--- config.mk ---
export PLATFORM = sky130hd
export DESIGN_NAME = pipelined_mdu
export DESIGN_NICKNAME = d
export VERILOG_FILES = /design/src/rtl/pipelined_mdu.sv
export SDC_FILE = /design/constraint.sdc
export NUM_CORES = 1
export LEC_CHECK = 0
export CAP_MARGIN = 40
export CORE_MARGIN = 2
export CORE_UTILIZATION = 40
export DETAILED_ROUTE_END_ITERATION = 12
export SLEW_MARGIN = 5
export SYNTH_ARGS = -nofsm -noshare
export SYNTH_HDL_FRONTEND = slang
export SYNTH_SLANG_ARGS = --single-unit
--- constraint.sdc ---
create_clock -name i_clk -period 5.8 [get_ports i_clk]
set_input_delay 1.74 -clock i_clk [delete_from_list [all_inputs] [get_ports i_clk]]
set_output_delay 1.74 -clock i_clk [all_outputs]
set_load 0.02 [all_outputs]
--- src/rtl/pipelined_mdu.sv ---
// Iterative RV32M multiply/divide engine for the EX stage.
// Shift-add multiply and restoring divide share one 2*XLEN accumulator; sign fix-up happens in FIXUP.
module pipelined_mdu #(
  parameter int unsigned XLEN   = 32,
  parameter int unsigned UNROLL = 1
) (
  input  logic            i_clk,
  input  logic            i_reset_n,
  input  logic            i_start,
  input  logic            i_flush,
  input  logic [2:0]      i_func3,
  input  logic [XLEN-1:0] i_operand_a,
  input  logic [XLEN-1:0] i_operand_b,
  input  logic [4:0]      i_rd_in,
  output logic            o_busy,
  output logic            o_result_valid,
  output logic [XLEN-1:0] o_result,
  output logic [4:0]      o_rd_out
);

  localparam int unsigned ITER = XLEN / UNROLL;
  localparam int unsigned CW   = $clog2(ITER + 1);
  localparam int unsigned PW   = 2 * XLEN;
  localparam logic [XLEN-1:0] XMIN = {1'b1, {(XLEN-1){1'b0}}};

  typedef enum logic [1:0] {S_IDLE, S_CALC, S_FIXUP, S_DONE} state_t;

  state_t          r_state;
  state_t          w_next_state;
  logic [2:0]      r_func3;
  logic [XLEN-1:0] r_ma;
  logic [XLEN-1:0] r_mb;
  logic [PW-1:0]   r_acc;
  logic            r_neg;
  logic [4:0]      r_rd;
  logic [CW-1:0]   r_cnt;

  logic            w_accept;
  logic            w_is_div;
  logic            w_a_signed;
  logic            w_b_signed;
  logic            w_sa;
  logic            w_sb;
  logic            w_neg;
  logic [XLEN-1:0] w_ma;
  logic [XLEN-1:0] w_mb;
  logic            w_div_zero;
  logic            w_ovf;
  logic            w_special;
  logic [XLEN-1:0] w_special_res;
  logic [PW-1:0]   w_acc_step;
  logic [XLEN:0]   w_sum;
  logic [PW-1:0]   w_prod_fix;
  logic [XLEN-1:0] w_div_sel;
  logic [XLEN-1:0] w_div_fix;
  logic [XLEN-1:0] w_fix_res;
  logic            w_busy_d;
  logic            w_valid_d;
  logic [XLEN-1:0] w_result_d;
  logic [4:0]      w_rd_d;

  assign w_accept = ((r_state == S_IDLE) || (r_state == S_DONE)) && i_start && !i_flush;

  // Operand signedness, magnitudes and special-case detection at issue time
  always_comb begin
    w_is_div      = i_func3[2];
    w_a_signed    = i_func3[2] ? ~i_func3[0] : (i_func3[1:0] != 2'b11);
    w_b_signed    = i_func3[2] ? ~i_func3[0] : ~i_func3[1];
    w_sa          = w_a_signed & i_operand_a[XLEN-1];
    w_sb          = w_b_signed & i_operand_b[XLEN-1];
    w_ma          = w_sa ? (~i_operand_a + XLEN'(1)) : i_operand_a;
    w_mb          = w_sb ? (~i_operand_b + XLEN'(1)) : i_operand_b;
    w_neg         = (w_is_div & i_func3[1]) ? w_sa : (w_sa ^ w_sb);
    w_div_zero    = ~|i_operand_b;
    w_ovf         = ~i_func3[0] & (i_operand_a == XMIN) & (&i_operand_b);
    w_special     = w_is_div & (w_div_zero | w_ovf);
    w_special_res = i_operand_a;
    if (w_div_zero) begin
      w_special_res = i_func3[1] ? i_operand_a : {XLEN{1'b1}};
    end else if (w_ovf) begin
      w_special_res = i_func3[1] ? {XLEN{1'b0}} : i_operand_a;
    end
  end

  // UNROLL iterations of shift-add (mul) or non-performing restoring step (div)
  always_comb begin
    w_acc_step = r_acc;
    w_sum      = '0;
    for (int unsigned i = 0; i < UNROLL; i++) begin
      if (r_func3[2]) begin
        w_sum = w_acc_step[PW-1:XLEN-1] - {1'b0, r_mb};
        if (!w_sum[XLEN]) begin
          w_acc_step = {w_sum[XLEN-1:0], w_acc_step[XLEN-2:0], 1'b1};
        end else begin
          w_acc_step = {w_acc_step[PW-2:0], 1'b0};
        end
      end else begin
        w_sum = {1'b0, w_acc_step[PW-1:XLEN]} + (w_acc_step[0] ? {1'b0, r_ma} : {(XLEN+1){1'b0}});
        w_acc_step = {w_sum, w_acc_step[XLEN-1:1]};
      end
    end
  end

  // Sign correction and half / quotient-remainder selection
  always_comb begin
    w_prod_fix = r_neg ? (~r_acc + PW'(1)) : r_acc;
    w_div_sel  = r_func3[1] ? r_acc[PW-1:XLEN] : r_acc[XLEN-1:0];
    w_div_fix  = r_neg ? (~w_div_sel + XLEN'(1)) : w_div_sel;
    if (r_func3[2]) begin
      w_fix_res = w_div_fix;
    end else if (r_func3[1:0] == 2'b00) begin
      w_fix_res = w_prod_fix[XLEN-1:0];
    end else begin
      w_fix_res = w_prod_fix[PW-1:XLEN];
    end
  end

  // State register
  always_ff @(posedge i_clk) begin
    if (!i_reset_n) begin
      r_state <= S_IDLE;
    end else begin
      r_state <= w_next_state;
    end
  end

  // Next-state logic
  always_comb begin
    w_next_state = r_state;
    case (r_state)
      S_IDLE, S_DONE: begin
        if (w_accept) begin
          w_next_state = w_special ? S_DONE : S_CALC;
        end else begin
          w_next_state = S_IDLE;
        end
      end
      S_CALC: begin
        if (i_flush) begin
          w_next_state = S_IDLE;
        end else if (r_cnt == CW'(1)) begin
          w_next_state = S_FIXUP;
        end
      end
      S_FIXUP: begin
        w_next_state = i_flush ? S_IDLE : S_DONE;
      end
      default: w_next_state = S_IDLE;
    endcase
  end

  // Output logic: next values of the registered outputs
  always_comb begin
    w_busy_d   = (w_next_state == S_CALC) || (w_next_state == S_FIXUP);
    w_valid_d  = (w_next_state == S_DONE);
    w_result_d = o_result;
    w_rd_d     = o_rd_out;
    if (w_accept && w_special) begin
      w_result_d = w_special_res;
      w_rd_d     = i_rd_in;
    end else if ((r_state == S_FIXUP) && !i_flush) begin
      w_result_d = w_fix_res;
      w_rd_d     = r_rd;
    end
  end

  // Datapath and output registers
  always_ff @(posedge i_clk) begin
    if (!i_reset_n) begin
      r_func3        <= '0;
      r_ma           <= '0;
      r_mb           <= '0;
      r_acc          <= '0;
      r_neg          <= 1'b0;
      r_rd           <= '0;
      r_cnt          <= '0;
      o_busy         <= 1'b0;
      o_result_valid <= 1'b0;
      o_result       <= '0;
      o_rd_out       <= '0;
    end else begin
      if (w_accept) begin
        r_func3 <= i_func3;
        r_ma    <= w_ma;
        r_mb    <= w_mb;
        r_neg   <= w_neg;
        r_rd    <= i_rd_in;
        r_acc   <= w_is_div ? {XLEN'(0), w_ma} : {XLEN'(0), w_mb};
        r_cnt   <= CW'(ITER);
      end else if (r_state == S_CALC) begin
        r_acc <= w_acc_step;
        r_cnt <= r_cnt - CW'(1);
      end
      o_busy         <= w_busy_d;
      o_result_valid <= w_valid_d;
      o_result       <= w_result_d;
      o_rd_out       <= w_rd_d;
    end
  end

endmodule

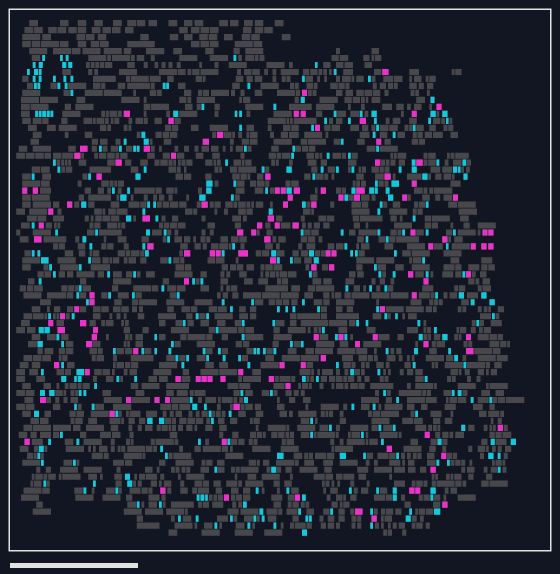
Fig. 1. Selected gate families.
Bar = 50 µm.
family	color	cells	most used
nand cells	cyan	366	nand2_1
and/or cells	magenta	127	and2_1

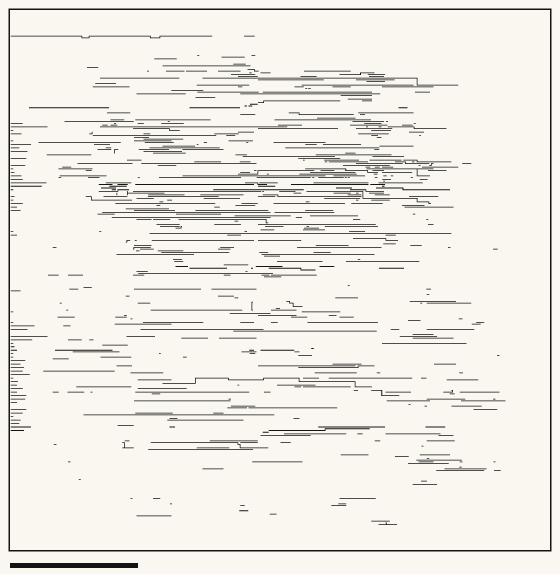
Fig. 2. The metal 3 layer.
Bar = 50 µm.
main direction	horizontal
nets with wire on the layer	360
longest straight run	117 µm
wire length on this layer	6310 µm

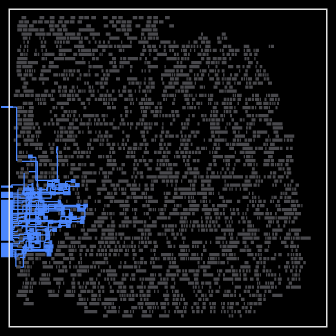
Fig. 3. Port wiring.
port	color	bits	direction	edge	end cells	wire
i_operand_b	blue	32	input	left	79	1570 µm

==> results.ini <==
[synth]
edf_count=0
top_area_share_pct=21.6
synth_cells=2335
yosysMostFrequentCell=nand2_1
synth.distinct_cells=76
fp_nets=2487

[timing]
fin_setup_tns_ns=0
finalCriticalPeriod_ns=4.68
maxSlewViolCount=0
grt_setup_unrepaired=false
worst_pin_slew_ns=0.896
fin_crit_sh_pct=80.7

[layout]
final_cell_mix=nand2_1, dfxtp_1, a21oi_1
final-clk-cell-share_pct=3.09
nets=2470
n_clock_buffer=17
comb_area_share_pct=65.0
drive_above_1_share_pct=5.45

[setup_path]
path_depth=10
critPathTopFamily=simple AND/OR/NAND/NOR gates
path_cells=clkdlybuf4s50_1 -> or4_1 -> nor4_1 -> nand2_1 -> nor4_1 -> buf_4 -> a21oi_1 -> xor2_1 -> a21oi_1 -> o22ai_1
cp_slowest_cell=xor2_1
crit_path_end_kind=flip-flop
crit_arrival_ns=5.08
r2r-start=r_acc[0]
worstPathMaxFanout=5

[cts]
ctsHoldBuffers=0
cts_tree=yes
clock_path_buffers=2
clk_pin_slew_ns=0.07

[placement]
globalplace.congestion=1.01
dp_cells=2838

[detailed_routing]
vias=18400
drt_iter0_markers=2164
firstDrtPassIters=7

[pwr]
switching_share_pct=38.0
finalPower_uw=3890
switchingPower_uw=1480
p_leak_uw=0.00764

[grt]
antenna_found_initial=0
grt_pass1_vias=16900
grt_max_degree=105

[flow_run]
maxCapViolCount=0

[hold_path]
holdPathStages=2

[floorplan]
die_w_um=210
fp-utilization_pct=40.6
chipArea_um2=44300

[run_status]
outcome=finished clean

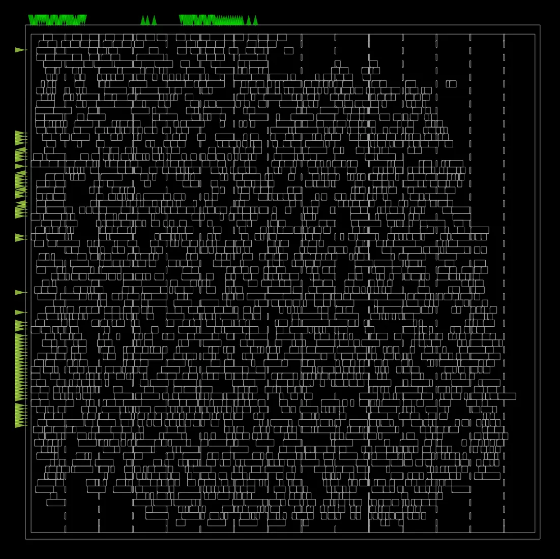
Fig. 4. Cell placement.
Seq area share: 19.3%
well tap count: 539
Final Util: 45.4%
fill count: 4311
row count: 75

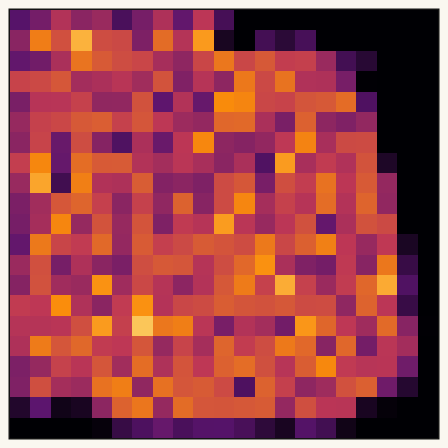
Fig. 5. Placement density heat map.
21 x 21 tiles, from black (low) to pale yellow (high), 0 to 100% covered.
tiles over 75% full	3.2%
fullest tile	88%
mean over tiles	42%
nearly empty tiles	14%

[metal layers]
| metal | vias to the layer above | track usage [%] | routed length, µm |
|---|---|---|---|
| li1 | 8503 | - | - |
| met1 | 8768 | 43.6 | 30700 |
| met2 | 988 | 47.4 | 30400 |
| met3 | 183 | 5.33 | 6310 |
| met4 | 0 | 16.3 | 3780 |
| met5 | - | 0 | 0 |
[cells by family (layout without fill, tap and decap cells)]
logic type | after synthesis | count (layout) | synth area share [%]
flops | 184 | 184 | 21.6
compound gates | 767 | 767 | 30.6
xor+xnor | 178 | 178 | 9.14
mux | 79 | 79 | 4.81
simple gates | 790 | 790 | 22.3
fa+ha+maj | 76 | 76 | 5.66
buf+inv | 261 | 257 | 5.88
